===== src/rtl/load_return_unit_pkg.sv =====
// Shared types for the load/return unit.
//   Uop          : micro-op encoding from execute; UOP_LDR selects the load path
//   region_e     : address region produced by the load address decoder
//   lru_state_e  : load/return unit FSM state
package load_return_unit_pkg;

    localparam int UOP_W = 3;

    typedef enum logic [UOP_W-1:0] {
        UOP_NOP = 3'd0,
        UOP_ADD = 3'd1,
        UOP_SUB = 3'd2,
        UOP_AND = 3'd3,
        UOP_OR  = 3'd4,
        UOP_XOR = 3'd5,
        UOP_STR = 3'd6,
        UOP_LDR = 3'd7
    } Uop;

    typedef enum logic [1:0] {
        REG_DCACHE   = 2'd0,
        REG_PERIPH   = 2'd1,
        REG_UNMAPPED = 2'd2
    } region_e;

    typedef enum logic {
        LRU_IDLE = 1'b0,
        LRU_WAIT = 1'b1
    } lru_state_e;

endpackage


===== src/rtl/load_return_unit_addr_region_decode.sv =====
// Combinational load address decoder.
//   addr_i       : word address
//   region_o     : DCACHE (addr < DCACHE_WORDS), else PERIPH, else UNMAPPED
//   periph_idx_o : channel index addr - PERIPH_BASE (meaningful only for PERIPH)
module addr_region_decode
    import load_return_unit_pkg::*;
#(
    parameter int                ADDR_W       = 32,
    parameter logic [ADDR_W-1:0] DCACHE_WORDS = 31,
    parameter logic [ADDR_W-1:0] PERIPH_BASE  = 31,
    parameter int                N_PERIPH     = 4,
    parameter int                PIDX_W       = 2
) (
    input  logic [ADDR_W-1:0] addr_i,
    output region_e           region_o,
    output logic [PIDX_W-1:0] periph_idx_o
);

    // One extra bit so a peripheral window ending at the top of the
    // address space does not wrap around to zero.
    logic [ADDR_W:0] periph_end;
    assign periph_end = {1'b0, PERIPH_BASE} + (ADDR_W+1)'(N_PERIPH);

    always_comb begin
        region_o = REG_UNMAPPED;
        if (addr_i < DCACHE_WORDS) begin
            region_o = REG_DCACHE;
        end else if ((addr_i >= PERIPH_BASE) && ({1'b0, addr_i} < periph_end)) begin
            region_o = REG_PERIPH;
        end
    end

    assign periph_idx_o = PIDX_W'(addr_i - PERIPH_BASE);

endmodule


===== src/rtl/load_return_unit.sv =====
// Register-writeback source selector with multi-cycle D-cache load support.
//   clk, rst                 : clock, synchronous active-high reset
//   in_valid / in_ready      : uop handshake (ready only in IDLE)
//   uop, addr, rd_idx, alu   : uop, load word address, destination, ALU result
//   dcache_req/addr          : one-cycle read request and its registered address
//   dcache_rvalid/rdata      : D-cache read response
//   periph_rdata             : N_PERIPH packed peripheral read channels
//   wb_valid/idx/data        : one-cycle writeback strobe to the register file
//   stall                    : front-end stall, ~in_ready
//   bus_error                : pulses with wb_valid on unmapped address or timeout
module load_return_unit
    import load_return_unit_pkg::*;
#(
    parameter int                DATA_W       = 32,
    parameter int                ADDR_W       = 32,
    parameter logic [ADDR_W-1:0] DCACHE_WORDS = 31,
    parameter logic [ADDR_W-1:0] PERIPH_BASE  = 31,
    parameter int                N_PERIPH     = 4,
    parameter int                REG_IDX_W    = 4,
    parameter int                TIMEOUT      = 15
) (
    input  logic                       clk,
    input  logic                       rst,
    input  logic                       in_valid,
    output logic                       in_ready,
    input  logic [UOP_W-1:0]           uop,
    input  logic [ADDR_W-1:0]          addr,
    input  logic [REG_IDX_W-1:0]       rd_idx,
    input  logic [DATA_W-1:0]          alu,
    output logic                       dcache_req,
    output logic [ADDR_W-1:0]          dcache_addr,
    input  logic                       dcache_rvalid,
    input  logic [DATA_W-1:0]          dcache_rdata,
    input  logic [N_PERIPH*DATA_W-1:0] periph_rdata,
    output logic                       wb_valid,
    output logic [REG_IDX_W-1:0]       wb_idx,
    output logic [DATA_W-1:0]          wb_data,
    output logic                       stall,
    output logic                       bus_error
);

    localparam int PIDX_W = (N_PERIPH > 1) ? $clog2(N_PERIPH) : 1;
    localparam int TMR_W  = $clog2(TIMEOUT + 1);

    lru_state_e           state_q, state_d;
    logic [TMR_W-1:0]     timer_q, timer_d;
    logic                 wb_valid_q, wb_valid_d;
    logic [REG_IDX_W-1:0] wb_idx_q, wb_idx_d;
    logic [DATA_W-1:0]    wb_data_q, wb_data_d;
    logic                 bus_error_q, bus_error_d;
    logic                 dcache_req_q, dcache_req_d;
    logic [ADDR_W-1:0]    dcache_addr_q, dcache_addr_d;
    logic [REG_IDX_W-1:0] ld_idx_q, ld_idx_d;

    region_e              region;
    logic [PIDX_W-1:0]    periph_idx;
    logic [DATA_W-1:0]    periph_word;
    logic                 accept;

    addr_region_decode #(
        .ADDR_W       (ADDR_W),
        .DCACHE_WORDS (DCACHE_WORDS),
        .PERIPH_BASE  (PERIPH_BASE),
        .N_PERIPH     (N_PERIPH),
        .PIDX_W       (PIDX_W)
    ) u_decode (
        .addr_i       (addr),
        .region_o     (region),
        .periph_idx_o (periph_idx)
    );

    always_comb begin
        periph_word = '0;
        for (int k = 0; k < N_PERIPH; k++) begin
            if (periph_idx == PIDX_W'(k)) begin
                periph_word = periph_rdata[k*DATA_W +: DATA_W];
            end
        end
    end

    assign in_ready = (state_q == LRU_IDLE);
    assign accept   = in_valid & in_ready;

    // Next-state and output-register logic
    always_comb begin
        state_d       = state_q;
        timer_d       = timer_q;
        wb_valid_d    = 1'b0;
        bus_error_d   = 1'b0;
        dcache_req_d  = 1'b0;
        wb_idx_d      = wb_idx_q;
        wb_data_d     = wb_data_q;
        dcache_addr_d = dcache_addr_q;
        ld_idx_d      = ld_idx_q;

        case (state_q)
            LRU_IDLE: begin
                if (accept) begin
                    if (uop != UOP_LDR) begin
                        wb_valid_d = 1'b1;
                        wb_idx_d   = rd_idx;
                        wb_data_d  = alu;
                    end else begin
                        case (region)
                            REG_DCACHE: begin
                                dcache_req_d  = 1'b1;
                                dcache_addr_d = addr;
                                ld_idx_d      = rd_idx;
                                timer_d       = '0;
                                state_d       = LRU_WAIT;
                            end
                            REG_PERIPH: begin
                                wb_valid_d = 1'b1;
                                wb_idx_d   = rd_idx;
                                wb_data_d  = periph_word;
                            end
                            default: begin
                                wb_valid_d  = 1'b1;
                                wb_idx_d    = rd_idx;
                                wb_data_d   = '0;
                                bus_error_d = 1'b1;
                            end
                        endcase
                    end
                end
            end
            LRU_WAIT: begin
                timer_d = timer_q + 1'b1;
                // A response arriving on the timeout cycle still counts.
                if (dcache_rvalid) begin
                    wb_valid_d = 1'b1;
                    wb_idx_d   = ld_idx_q;
                    wb_data_d  = dcache_rdata;
                    timer_d    = '0;
                    state_d    = LRU_IDLE;
                end else if (timer_q == TMR_W'(TIMEOUT)) begin
                    wb_valid_d  = 1'b1;
                    wb_idx_d    = ld_idx_q;
                    wb_data_d   = '0;
                    bus_error_d = 1'b1;
                    timer_d     = '0;
                    state_d     = LRU_IDLE;
                end
            end
            default: state_d = LRU_IDLE;
        endcase
    end

    // Register stage
    always_ff @(posedge clk) begin
        if (rst) begin
            state_q       <= LRU_IDLE;
            timer_q       <= '0;
            wb_valid_q    <= 1'b0;
            wb_idx_q      <= '0;
            wb_data_q     <= '0;
            bus_error_q   <= 1'b0;
            dcache_req_q  <= 1'b0;
            dcache_addr_q <= '0;
            ld_idx_q      <= '0;
        end else begin
            state_q       <= state_d;
            timer_q       <= timer_d;
            wb_valid_q    <= wb_valid_d;
            wb_idx_q      <= wb_idx_d;
            wb_data_q     <= wb_data_d;
            bus_error_q   <= bus_error_d;
            dcache_req_q  <= dcache_req_d;
            dcache_addr_q <= dcache_addr_d;
            ld_idx_q      <= ld_idx_d;
        end
    end

    assign wb_valid    = wb_valid_q;
    assign wb_idx      = wb_idx_q;
    assign wb_data     = wb_data_q;
    assign bus_error   = bus_error_q;
    assign dcache_req  = dcache_req_q;
    assign dcache_addr = dcache_addr_q;
    assign stall       = ~in_ready;

endmodule

===== config.mk =====
export PLATFORM = sky130hd
export DESIGN_NAME = load_return_unit
export DESIGN_NICKNAME = d
export VERILOG_FILES = /design/src/rtl/load_return_unit_pkg.sv /design/src/rtl/load_return_unit_addr_region_decode.sv /design/src/rtl/load_return_unit.sv
export SDC_FILE = /design/constraint.sdc
export NUM_CORES = 1
export LEC_CHECK = 0
export ABC_AREA = 0
export CAP_MARGIN = 5
export CORE_AREA = 2 2 120 122
export DETAILED_ROUTE_END_ITERATION = 6
export DIE_AREA = 0 0 122 124
export PLACE_DENSITY = 0.78
export SETUP_SLACK_MARGIN = 0.4
export SLEW_MARGIN = 20
export SYNTH_ARGS = -nofsm -noshare
export SYNTH_HDL_FRONTEND = slang
export SYNTH_SLANG_ARGS = --single-unit

===== constraint.sdc =====
create_clock -name clk -period 2.39 [get_ports clk]
set_clock_uncertainty 0.05 [all_clocks]
set_input_delay 0.239 -clock clk [delete_from_list [all_inputs] [get_ports clk]]
set_output_delay 0.239 -clock clk [all_outputs]
set_load 0.02 [all_outputs]

==> CHANGELOG.md <==
### Implementation results

- Cell breakdown of the critical path: clkdlybuf4s50_1 > or4_4 > nor2_4 > a31oi_4 > buf_4 > o31ai_1 > a31oi_1
- Synthesized cell area: 4190 sq um
- Fin crit share: 0.820
- Net Sw Frac: 0.257
- Global route overflow: 0
- Hold Buf Count CTS: 0
- Status: finished, final reports clean
- Crit Path Max Fanout: 19
- Fillers: around 1.2k
- Post-route cell area: ~7900 sq um
- Iteration-0 DRC count of the detailed router: around 180
- Worst slew pin tran: about 0.65 ns
- Final Worst Setup Slack: 0.430 ns
- Row Count: about 43
- Top cells, area: dfxtp_1 (38%), mux4_2 (17%), o31ai_1 (6.4%)
- Critical path required time: between 2 and 3 ns
- Layout area overhead: 87.9%
- Critical Path Stages: 7
- DRT Pass-1 Iters: 5
- Slew headroom: 0.568
- Hold Crit Depth: 3
- DRT met1 WL: between 6000 and 7000 microns
- Tool warning count: 27
- Hold Crit Endpoint: dcache_addr[0]
- Die W: between 100 and 150 microns
- Met1 GRT Util: 0.250
- Floorplan Core Area: around 14000 sq um
- Power Combinational: between 0.9 and 1 mW
- Routed via count: 4706
- Nets@finish: around 940
- Crit end category: flop
- Placed Area: 7520 sq um
- Top Family by Delay on Critical Path: simple AND/OR/NAND/NOR gates
- Routed met3 length: 1330 microns
-- cells in the mapped netlist, types with 2 or more instances --
master,instances
dfxtp_1,80
o31ai_1,36
a22oi_1,33
a31oi_1,32
mux4_2,32
nand3_1,32
and2_1,29
clkbuf_1,27
nor2_1,16
mux2i_1,13
a21oi_1,8
buf_2,6
a211oi_1,4
buf_6,4
inv_1,4
nand2_1,4
nor4_1,4
and3_1,2
and4_1,2
nand3b_1,2
nor3_1,2
nor3b_1,2
or3_1,2
or4_4,2
-- layout make-up --
class                   instances  area, sq um  share of cell area
diodes                          1         2.50            0.000318
repair buffers                331         3300               0.419
flip-flops and latches         80         1600               0.203
inverters                       5         18.8             0.00238
multi-input cells             276         2450               0.311
clock buffers                  11          243              0.0308
well taps                     180          225              0.0286
clock inverters                 5         40.0             0.00508
-- cells in the final DEF (no fill, tap or decap), types with 3 or more instances in the layout --
master             n
and2_1            29
nor2_1            13
o31ai_1           34
buf_12             4
inv_1              4
a211oi_1           4
nand2_1            4
a31oi_1           32
buf_4             19
a22oi_1           32
mux2i_1           13
clkdlybuf4s50_1  304
dfxtp_1           80
mux4_2            32
clkinv_4           3
nor4_1             3
a21oi_1            6
clkbuf_16          9
nand3_1           32
-- repair_timing --
item	in CTS	in global routing
gates resized	3	12
setup buffers	0	3
gates cloned	0	0
endpoints found under the hold margin	0	0
pin swaps	0	1
endpoints found under the setup margin	45	75
-- cells by family after synthesis --
group           synth area share
flops                      0.382
fa+ha+maj                0.00298
buf+inv                   0.0495
compound gates             0.205
mux                        0.206
simple gates               0.155
-- sequential cells by signal, summed over array words and instances, names as in the netlist --
signal / cells
bus_error: 1
dcache_addr: 32
dcache_req: 1
ld_idx_q: 4
stall: 1
timer_q: 4
wb_data: 32
wb_idx: 4
wb_valid: 1
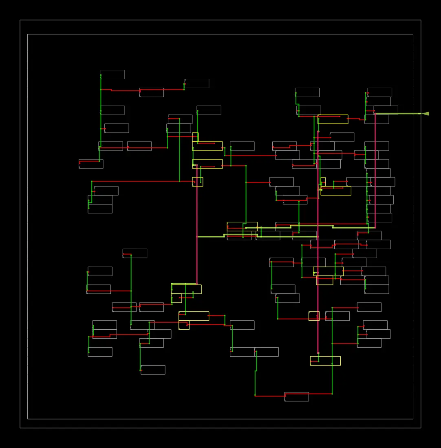
(images/final_clocks.png)
Sink Count: 80
flop count: 80
clock group power: 1.32 mW
# clk buffers: 11
Insertion Delay late pin: 0.34 ns

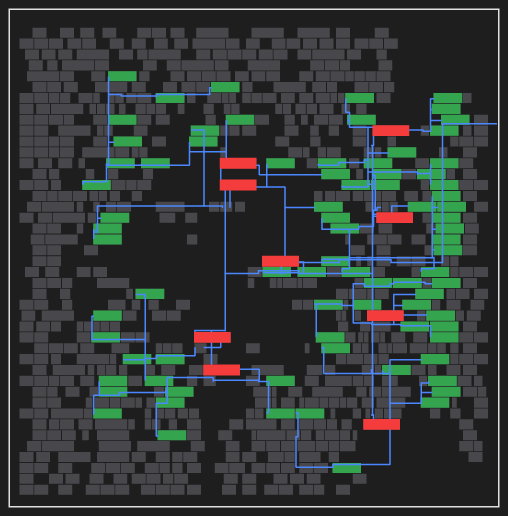
(images/clock_map.png)
(4 px per micron)
Key: flip-flops = green [count 80]; cells driving clock nets = red [count 9]; clock wires = blue [length 1120 microns]
There are 10 routed clock nets.

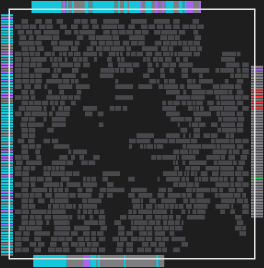
(images/pins.png)
(2 px per micron) Pins as bars across the die edge, other pins in gray.
Key: in_ready = green [pins 1, direction output, edge right]; wb_idx = red [pins 4, direction output, edge right]; periph_rdata = cyan [pins 128, direction input, edge 53 left, 51 top, 24 bottom]; alu = purple [pins 32, direction input, edge 17 left, 10 top, 4 bottom, 1 right]

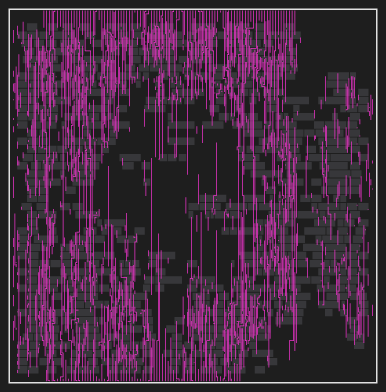
(images/met2.png)
(3 px per micron) Cells faint in the background.
834 nets have wire on it. The layer carries 8930 microns of wire.

Power figures rest on the tool's default switching activity, not on a simulated workload.
